### src/rtl/vga_board_capture.sv
// vga_board_capture
// Receive side of the Game-of-Life VGA link. Recovers the pixel position from
// the hsync/vsync edges of the tiny-vga pin bundle, samples the centre pixel
// of every board cell and publishes the rebuilt board once per full frame,
// together with change tracking, a generation counter and a colour sanity flag.
module vga_board_capture #(
    parameter int H_SYNC    = 96,   // hsync pulse width in pixel clocks
    parameter int H_BACK    = 48,   // horizontal back porch
    parameter int V_SYNC    = 2,    // vsync pulse width in lines
    parameter int V_BACK    = 33,   // vertical back porch
    parameter int H_VIS     = 640,  // visible pixels per line
    parameter int V_VIS     = 480,  // visible lines
    parameter int CELL      = 48,   // cell edge in pixels
    parameter int BOARD_DIM = 8,    // cells per side
    parameter bit SYNC_POL  = 1'b0  // active level of hsync/vsync
) (
    input  logic                           clk,
    input  logic                           rst_n,
    input  logic [7:0]                     vga_in,      // {hs, b0, g0, r0, vs, b1, g1, r1}
    input  logic                           capture_en,
    output logic [BOARD_DIM*BOARD_DIM-1:0] board,       // bit index = row*BOARD_DIM + col
    output logic                           frame_valid,
    output logic                           changed,
    output logic [15:0]                    gen_count,
    output logic                           bad_pixel,
    output logic                           locked
);

    localparam int NCELL  = BOARD_DIM * BOARD_DIM;
    localparam int CNT_W  = $clog2(NCELL + 1);
    localparam int SIDX_W = (NCELL > 1) ? $clog2(NCELL) : 1;

    // Top-left corner of the board inside the visible area (board is centred).
    localparam int X0 = (H_VIS - CELL * BOARD_DIM) / 2;
    localparam int Y0 = (V_VIS - CELL * BOARD_DIM) / 2;

    // Counter values at which the centre of column 0 / row 0 is on the wire.
    localparam int H_FIRST = H_SYNC + H_BACK + X0 + CELL / 2;
    localparam int V_FIRST = V_SYNC + V_BACK + Y0 + CELL / 2;

    localparam logic [9:0]       CNT_MAX = 10'd1023;
    localparam logic [CNT_W-1:0] FULL    = CNT_W'(NCELL);

    // HUNT: waiting for a vsync edge to frame the next capture.
    // TRACK: counters are referenced to a vsync edge and cells are sampled.
    typedef enum logic {
        ST_HUNT,
        ST_TRACK
    } state_t;

    state_t state, state_nx;

    logic [7:0]             d, dp;
    logic                   hs_edge, vs_edge;
    logic [9:0]             hcnt, vcnt;
    logic                   sat;
    logic                   col_hit, row_hit;
    logic [SIDX_W-1:0]      col_idx, row_base, sample_idx;
    logic [5:0]             pix;
    logic                   alive, mixed;
    logic                   sample_en, publish;
    logic [NCELL-1:0]       shadow;
    logic                   shadow_bad;
    logic [CNT_W-1:0]       sample_cnt;
    logic                   published;

    // Input pipeline: one register stage plus the previous value for edge detect.
    // NOTE: state is updated with <= so every register sees pre-edge values,
    // regardless of the order the always_ff blocks happen to be evaluated in.
    always_ff @(posedge clk or negedge rst_n) begin
        if (!rst_n) begin
            d  <= '0;
            dp <= '0;
        end else begin
            d  <= vga_in;
            dp <= d;
        end
    end

    // A sync edge is the transition from the inactive to the active level.
    assign hs_edge = (dp[7] != SYNC_POL) && (d[7] == SYNC_POL);
    assign vs_edge = (dp[3] != SYNC_POL) && (d[3] == SYNC_POL);

    // Horizontal position: restarts at each hsync edge, saturates when hsync is lost.
    always_ff @(posedge clk or negedge rst_n) begin
        if (!rst_n) begin
            hcnt <= '0;
        end else if (hs_edge) begin
            hcnt <= '0;
        end else if (hcnt != CNT_MAX) begin
            hcnt <= hcnt + 10'd1;
        end
    end

    // Vertical position: vsync clears it (winning over the coincident hsync edge).
    always_ff @(posedge clk or negedge rst_n) begin
        if (!rst_n) begin
            vcnt <= '0;
        end else if (vs_edge) begin
            vcnt <= '0;
        end else if (hs_edge && (vcnt != CNT_MAX)) begin
            vcnt <= vcnt + 10'd1;
        end
    end

    // A saturated counter means the sync timing is no longer being tracked.
    assign sat = (hcnt == CNT_MAX) || (vcnt == CNT_MAX);

    // Cell-centre comparators: one per column and one per row, no division needed.
    // NOTE: every output of a combinational block gets a default first, so no
    // path leaves a variable unassigned and no latch is inferred.
    always_comb begin
        col_hit  = 1'b0;
        col_idx  = '0;
        row_hit  = 1'b0;
        row_base = '0;
        for (int c = 0; c < BOARD_DIM; c++) begin
            if (hcnt == 10'(H_FIRST + CELL * c)) begin
                col_hit = 1'b1;
                col_idx = SIDX_W'(c);
            end
        end
        for (int r = 0; r < BOARD_DIM; r++) begin
            if (vcnt == 10'(V_FIRST + CELL * r)) begin
                row_hit  = 1'b1;
                row_base = SIDX_W'(r * BOARD_DIM);
            end
        end
    end

    assign sample_idx = row_base + col_idx;

    // Colour decode: black = live cell, white = dead cell, anything else is bad.
    assign pix   = {d[6:4], d[2:0]};
    assign alive = (pix == 6'h00);
    assign mixed = (pix != 6'h00) && (pix != 6'h3f);

    // Acquisition FSM state register.
    always_ff @(posedge clk or negedge rst_n) begin
        if (!rst_n) begin
            state <= ST_HUNT;
        end else begin
            state <= state_nx;
        end
    end

    // Acquisition FSM next state plus the sample/publish strobes it qualifies.
    always_comb begin
        state_nx  = state;
        sample_en = 1'b0;
        publish   = 1'b0;
        case (state)
            ST_HUNT: begin
                if (vs_edge && !sat) begin
                    state_nx = ST_TRACK;
                end
            end
            ST_TRACK: begin
                if (sat) begin
                    state_nx = ST_HUNT;
                end else begin
                    sample_en = col_hit && row_hit;
                    publish   = vs_edge && capture_en && (sample_cnt == FULL);
                end
            end
            default: state_nx = ST_HUNT;
        endcase
    end

    // Shadow board: collects one sample per cell between two vsync edges.
    // NOTE: the shadow board is a flop vector with a defined reset value, not a
    // RAM, so resetting it is both legal and required for a zero start state.
    always_ff @(posedge clk or negedge rst_n) begin
        if (!rst_n) begin
            shadow     <= '0;
            shadow_bad <= 1'b0;
            sample_cnt <= '0;
        end else if (vs_edge) begin
            sample_cnt <= '0;
            shadow_bad <= 1'b0;
        end else if (sat) begin
            sample_cnt <= '0;
        end else if (sample_en) begin
            shadow[sample_idx] <= alive;
            if (sample_cnt != '1) begin
                sample_cnt <= sample_cnt + CNT_W'(1);
            end
            if (mixed) begin
                shadow_bad <= 1'b1;
            end
        end
    end

    // Published outputs: updated only on a full-frame publish, lock dropped on saturation.
    always_ff @(posedge clk or negedge rst_n) begin
        if (!rst_n) begin
            board       <= '0;
            frame_valid <= 1'b0;
            changed     <= 1'b0;
            gen_count   <= '0;
            bad_pixel   <= 1'b0;
            locked      <= 1'b0;
            published   <= 1'b0;
        end else begin
            frame_valid <= 1'b0;
            if (publish) begin
                board       <= shadow;
                changed     <= (shadow != board);
                bad_pixel   <= shadow_bad;
                frame_valid <= 1'b1;
                locked      <= 1'b1;
                published   <= 1'b1;
                // The very first publish after reset is a baseline, not a generation.
                if ((shadow != board) && published) begin
                    gen_count <= gen_count + 16'd1;
                end
            end else if (sat) begin
                locked <= 1'b0;
            end
        end
    end

endmodule

### config.mk
export PLATFORM = sky130hd
export DESIGN_NAME = vga_board_capture
export DESIGN_NICKNAME = d
export VERILOG_FILES = /design/src/rtl/vga_board_capture.sv
export SDC_FILE = /design/constraint.sdc
export NUM_CORES = 1
export LEC_CHECK = 0
export CORE_MARGIN = 3
export CORE_UTILIZATION = 51
export CTS_CLUSTER_SIZE = 28
export DETAILED_ROUTE_END_ITERATION = 12
export PLACE_DENSITY = 0.73
export SLEW_MARGIN = 25
export SYNTH_ARGS = -nofsm -noshare
export SYNTH_HDL_FRONTEND = slang
export SYNTH_SLANG_ARGS = --single-unit
export TNS_END_PERCENT = 30
### constraint.sdc
create_clock -name clk -period 2.1 [get_ports clk]
set_input_delay 0.42 -clock clk [delete_from_list [all_inputs] [get_ports clk]]
set_output_delay 0.42 -clock clk [all_outputs]
set_load 0.02 [all_outputs]
Fig. 1: run 1, clock routing
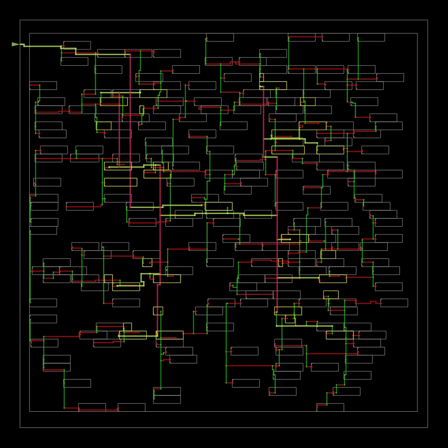
CTS Sinks: 188
worst skew pair latency: 440 ps
CTS buffer count: 17
Layout clock buffers: 25

Fig. 2: run 1, clock wires, drivers and flops
Scale bar: 50 um.
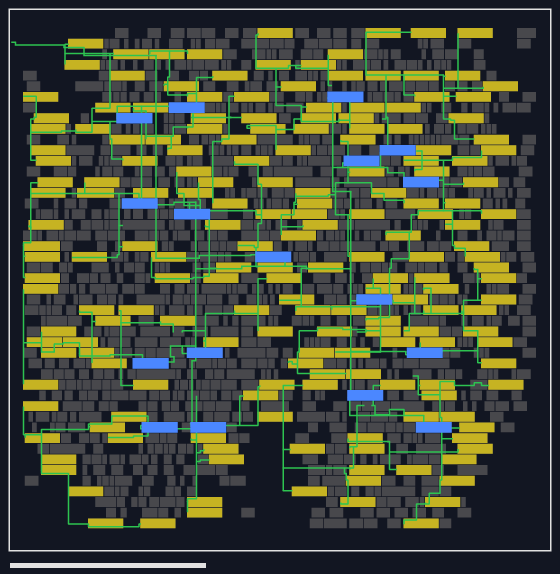
Blue marks clock-net drivers, count 17. Green marks clock wires, length 2,210 um. Yellow marks flip-flops, count 188.
There are 18 routed clock nets.
clock network power share: 0.453
clock-net power: 3.33 mW

Fig. 3: run 1, signal wires by layer
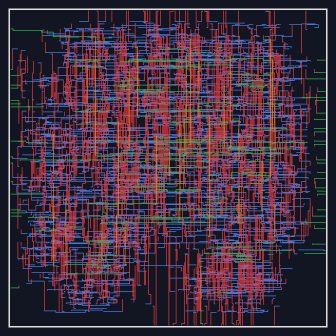
Red marks M2, wire length 13,400 um. Blue marks M1, wire length 10,900 um. Orange marks M4, wire length 874 um. Green marks M3, wire length 1,880 um.
WL final: 27,100 um
Vias: 8,098
routed len/inst: 19.5 um

==> results_dict.tcl, run 1 <==
# metrics dict for downstream scripts
set metrics [dict create \
    drtIter0Drc 813 \
    ff_latch_area_um2 4710 \
    async_reset_ff_frac 1.00 \
    finalSetupViolations 29 \
    logic_area_um2 4310 \
    top_area_frac 0.531 \
    ys_sh_simple 0.209 \
    comb_cells 659 \
    topRoutingLayerUsed "met4" \
    hold_start "d[3]$_DFF_PN0_" \
    worstHoldEndpoint "dp[3]$_DFF_PN0_" \
    timing.final.ws_setup_ps -132 \
    diodes 0 \
    hpwlAfterDp_um 16100 \
    finalWorstPathRequiredPeriod_ps 2230 \
    power_frac_comb 0.044 \
    top_usage_layer "met2" \
    comb_power_mw 0.322 \
    maxCapViolCount 0 \
    status "finished with violations" \
    layout_top_cell "nand2_1" \
    ff_type "dfrtp_1" \
    row_count 47 \
    ys_sh_aoi 0.125 \
    ys_seq_share 0.531 \
    synthesis.nets 928 \
    met3_usage 0.0394 \
    post-route-drc-count 0 \
    port-buffer-count 94 \
    path_buffers 2 \
    grt_pass1_wl_um 39400 \
    finalClockPeriodUsage 1.06 \
    violations "setup timing" \
    drive_above_1_share 0.251 \
    synthMostInstantiatedCell "nand2_1" \
    ys.flops 188 \
    p_int_mw 5.73 \
]
==> run 1: per-stage QoR <==
| step | std cells | area (um^2) | utilization | power (mW) |
|---|---|---|---|---|
| finish | 1389 | 12600 | 0.751 | 7.36 |
| global route | 1389 | 12600 | 0.751 | 7.57 |
| CTS | 1380 | 12100 | 0.725 | 7.38 |
| detailed placement | 1333 | 11300 | 0.673 | 4.09 |
| global placement | 1333 | 11300 | 0.673 | 4.08 |
| floorplan | 911 | 8960 | - | 3.88 |
==> run 1: what timing repair did <==
action	in CTS	in global routing
hold endpoints to repair	48	0
endpoints found under the setup margin	119	146
setup buffers	14	6
hold buffers	1	0
resized	27	82
pin swaps	14	27
cloned	1	6
==> run 1 -> run 2 <==
--- a/config.mk
+++ b/config.mk
@@ -10,7 +10,6 @@
 export CTS_CLUSTER_SIZE = 28
 export DETAILED_ROUTE_END_ITERATION = 12
 export PLACE_DENSITY = 0.73
-export SLEW_MARGIN = 25
 export SYNTH_ARGS = -nofsm -noshare
 export SYNTH_HDL_FRONTEND = slang
 export SYNTH_SLANG_ARGS = --single-unit
Fig. 4: run 2, clock wires, drivers and flops
Scale bar: 50 um.
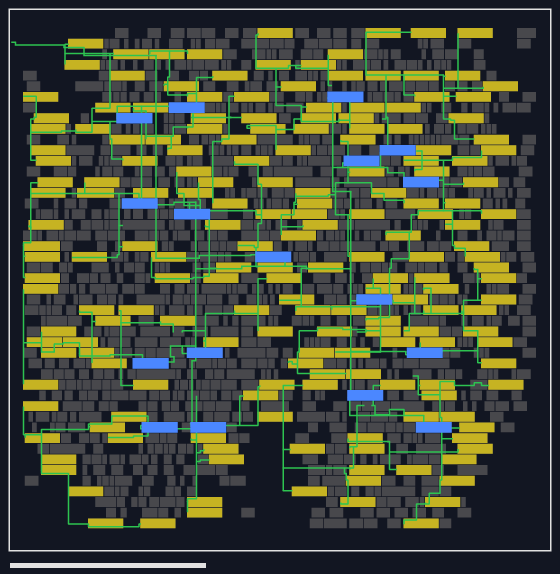
Yellow marks flip-flops, count 188. Blue marks clock-net drivers, count 17. Green marks clock wires, length 2,210 um.
There are 18 routed clock nets.
clock skew: 7.38 ps

==> run 2 against run 1 <==
The run still ends with setup timing left. Non-clock buffer count unchanged. Sequential share of layout area unchanged. Clock skew unchanged. Die size unchanged. Cell area unchanged. Final cell count unchanged. Via count unchanged. Critical path type unchanged. Synthesized cell count unchanged. Area after synthesis unchanged. Critical endpoint unchanged. Register-to-register slack about the same. Count of clock-buffer cells in the layout unchanged. Utilization unchanged.
==> results_dict.tcl, run 2 <==
# metrics dict for downstream scripts
set metrics [dict create \
    grt_pass1_wl_um 39400 \
    vias 8098 \
    reg.largest.list "board x64, shadow x64, gen_count x16" \
    clk_latency_ps 440 \
    violations "setup timing" \
    numCtsBuffers 17 \
    logic_area_um2 4310 \
    top_usage_layer "met2" \
    maxCapViolCount 0 \
    ys_sh_simple 0.209 \
    min_path_type "reg2reg" \
    post-route-drc-count 0 \
    top_area_frac 0.531 \
    final_cell_area_um2 12600 \
    p_clk_mw 3.33 \
    power_frac_comb 0.044 \
    topRoutingLayerUsed "met4" \
    nClkBuffers 25 \
    place_area_um2 11300 \
    drt-total-wl_um 27100 \
    drtIter0Drc 813 \
    finalSetupViolations 29 \
    port-buffer-count 94 \
    finalClockPeriodUsage 1.06 \
    ys.flops 188 \
    diodes 0 \
    ios 95 \
    timing.final.ws_setup_ps -132 \
    p_seq_mw 3.70 \
    p_total_mw 7.36 \
    ff_latch_area_um2 4710 \
    met3_usage 0.0394 \
    ff_type "dfrtp_1" \
    synthMostInstantiatedCell "nand2_1" \
    synthesis.nets 928 \
    fin_util 0.751 \
    place_inst 1333 \
    comb_power_mw 0.322 \
    p_int_mw 5.73 \
    drive_above_1_share 0.251 \
    clock-sinks 188 \
    path_buffers 2 \
    layoutNonFillerInstCount 1389 \
    ys_sh_aoi 0.125 \
    comb_cells 659 \
    status "finished with violations" \
    buf_share 0.210 \
]
Fig. 5: run 2, clock routing
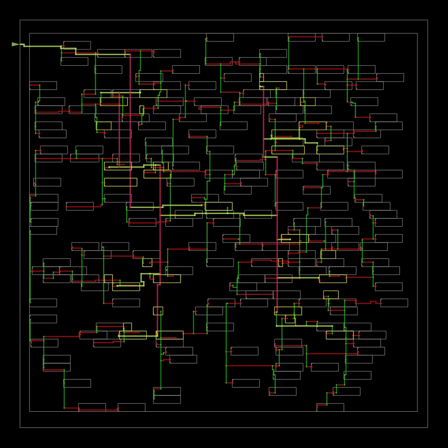
flop count: 188

-- run 2: worst paths after layout --
kind,end,cells past startpoint,from
setup / recovery,shadow[30]$_DFFE_PN0P_,7,hcnt[8]$_DFFE_PN0P_
hold / removal,dp[3]$_DFF_PN0_,0,d[3]$_DFF_PN0_
setup reg to reg,shadow[30]$_DFFE_PN0P_,7,hcnt[8]$_DFFE_PN0P_
hold reg to reg,dp[3]$_DFF_PN0_,0,d[3]$_DFF_PN0_
max in group asynchronous,shadow[38]$_DFFE_PN0P_,3,rst_n
min in group asynchronous,board[14]$_DFFE_PN0P_,2,rst_n
-- run 2: what timing repair did --
action / in CTS / in global routing
pin swaps: 14 / 27
endpoints found under the setup margin: 119 / 146
resized: 27 / 82
hold buffers: 1 / 0
hold endpoints to repair: 48 / 0
cloned: 1 / 6
buffers inserted: 14 / 6
Fig. 6: run 2, logic cells by family
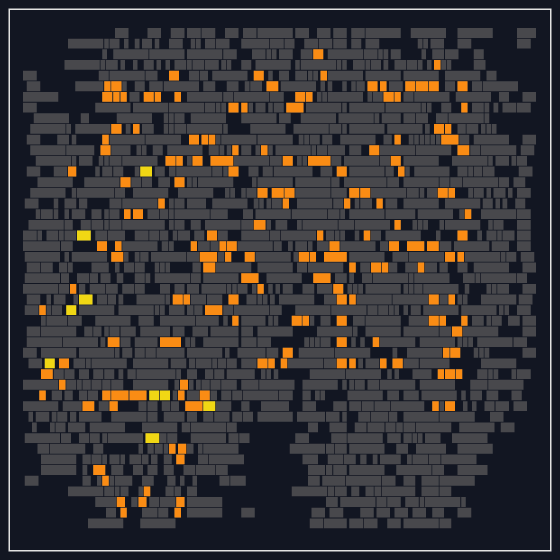

==> run 2 -> run 3 <==
--- a/config.mk
+++ b/config.mk
@@ -5,11 +5,14 @@
 export SDC_FILE = /design/constraint.sdc
 export NUM_CORES = 1
 export LEC_CHECK = 0
+export ABC_CLOCK_PERIOD_IN_PS = 2100
 export CORE_MARGIN = 3
 export CORE_UTILIZATION = 51
 export CTS_CLUSTER_SIZE = 28
 export DETAILED_ROUTE_END_ITERATION = 12
+export GPL_TIMING_DRIVEN = 1
 export PLACE_DENSITY = 0.73
+export SETUP_SLACK_MARGIN = 0.15
 export SYNTH_ARGS = -nofsm -noshare
 export SYNTH_HDL_FRONTEND = slang
 export SYNTH_SLANG_ARGS = --single-unit
Fig. 7: run 3, logic cells by family
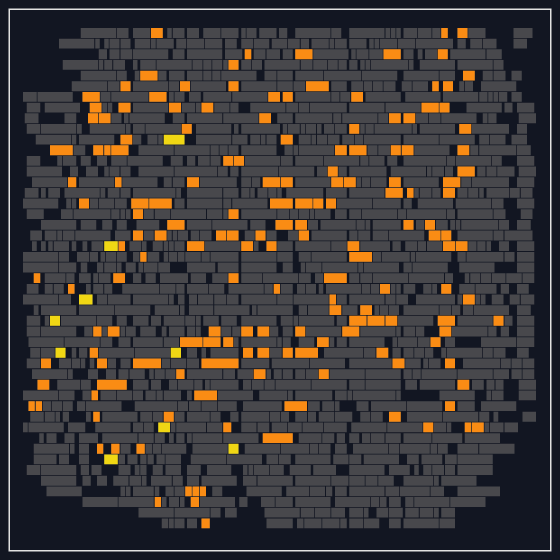
Yellow marks non-inverting ao/oa cells, cells 9. Orange marks aoi and oai cells, cells 164.
fraction of area in multi-input gates: 0.369
Commonest Layout Cell: dfrtp_1
Post-Layout Cell Count: 1,419

Fig. 8: run 3, clock wires, drivers and flops
Scale bar: 50 um.
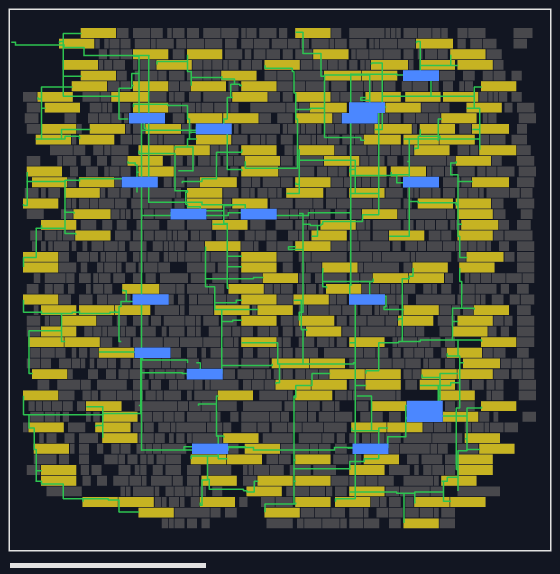
clock-net power: 3.90 mW
clock network power share: 0.489
clock skew: 12.9 ps

==> run 3 against run 2 <==
The run still ends with setup timing left. Sequential share of layout area shrank 4.1 points. Global-route usage grew 2.3 points. Utilization grew 9.7 points. Clock skew grew 5.6 ps. Combinational power grew 12%. Power grew 8.3%. First-iteration DRC count grew 10%. Die size is the same. Hold slack lost 3.1 ps. Fmax shrank 9.6%. Highest routed layer is now met5.
==> results_dict.tcl, run 3 <==
# metrics dict for downstream scripts
set metrics [dict create \
    status "finished with violations" \
    violations "setup timing" \
    final_cell_area_um2 14200 \
    post-route-drc-count 0 \
    met3_usage 0.0537 \
    wl_per_cell_um 25.4 \
    drtIter0Drc 898 \
    p_total_mw 7.97 \
    ys_sh_aoi 0.125 \
    finalClockPeriodUsage 1.18 \
    drt-total-wl_um 36000 \
    min_path_type "reg2reg" \
    comb_cells 660 \
    timing.final.ws_setup_ps -369 \
    reg.largest.list "board x64, shadow x64, gen_count x16" \
    synthMostInstantiatedCell "nand2_1" \
    clk_latency_ps 440 \
    clock-sinks 188 \
    grt_pass1_wl_um 42600 \
    comb_power_mw 0.361 \
    nClkBuffers 19 \
    ys.flops 188 \
    synthesis.nets 928 \
    top_area_frac 0.531 \
    ys_seq_share 0.531 \
    row_count 47 \
    finalSetupViolations 77 \
    port-buffer-count 94 \
    ys_sh_simple 0.209 \
    buf_share 0.226 \
    ios 95 \
    seq_cells 188 \
    vias 9145 \
    numCtsBuffers 17 \
    fin_util 0.849 \
    diodes 0 \
]
run 3: worst paths after layout:
path,start,to,slack (ps),cells past startpoint
max,shadow[50]$_DFFE_PN0P_,gen_count[13]$_DFFE_PN0P_,-370,8
min,d[7]$_DFF_PN0_,dp[7]$_DFF_PN0_,400,0
max reg2reg,shadow[50]$_DFFE_PN0P_,gen_count[13]$_DFFE_PN0P_,-370,8
min reg2reg,d[7]$_DFF_PN0_,dp[7]$_DFF_PN0_,400,0
max in group asynchronous,rst_n,board[54]$_DFFE_PN0P_,920,3
min in group asynchronous,rst_n,board[4]$_DFFE_PN0P_,520,2
run 3: what timing repair did:
item,4_1_cts,5_1_grt
setup endpoints to repair,171,180
setup buffers,17,14
cloned,7,12
hold buffers,1,0
gates resized,179,264
pin swaps,76,133
hold endpoints to repair,49,0
No activity file was given, so power comes from the tool's default toggle rates.
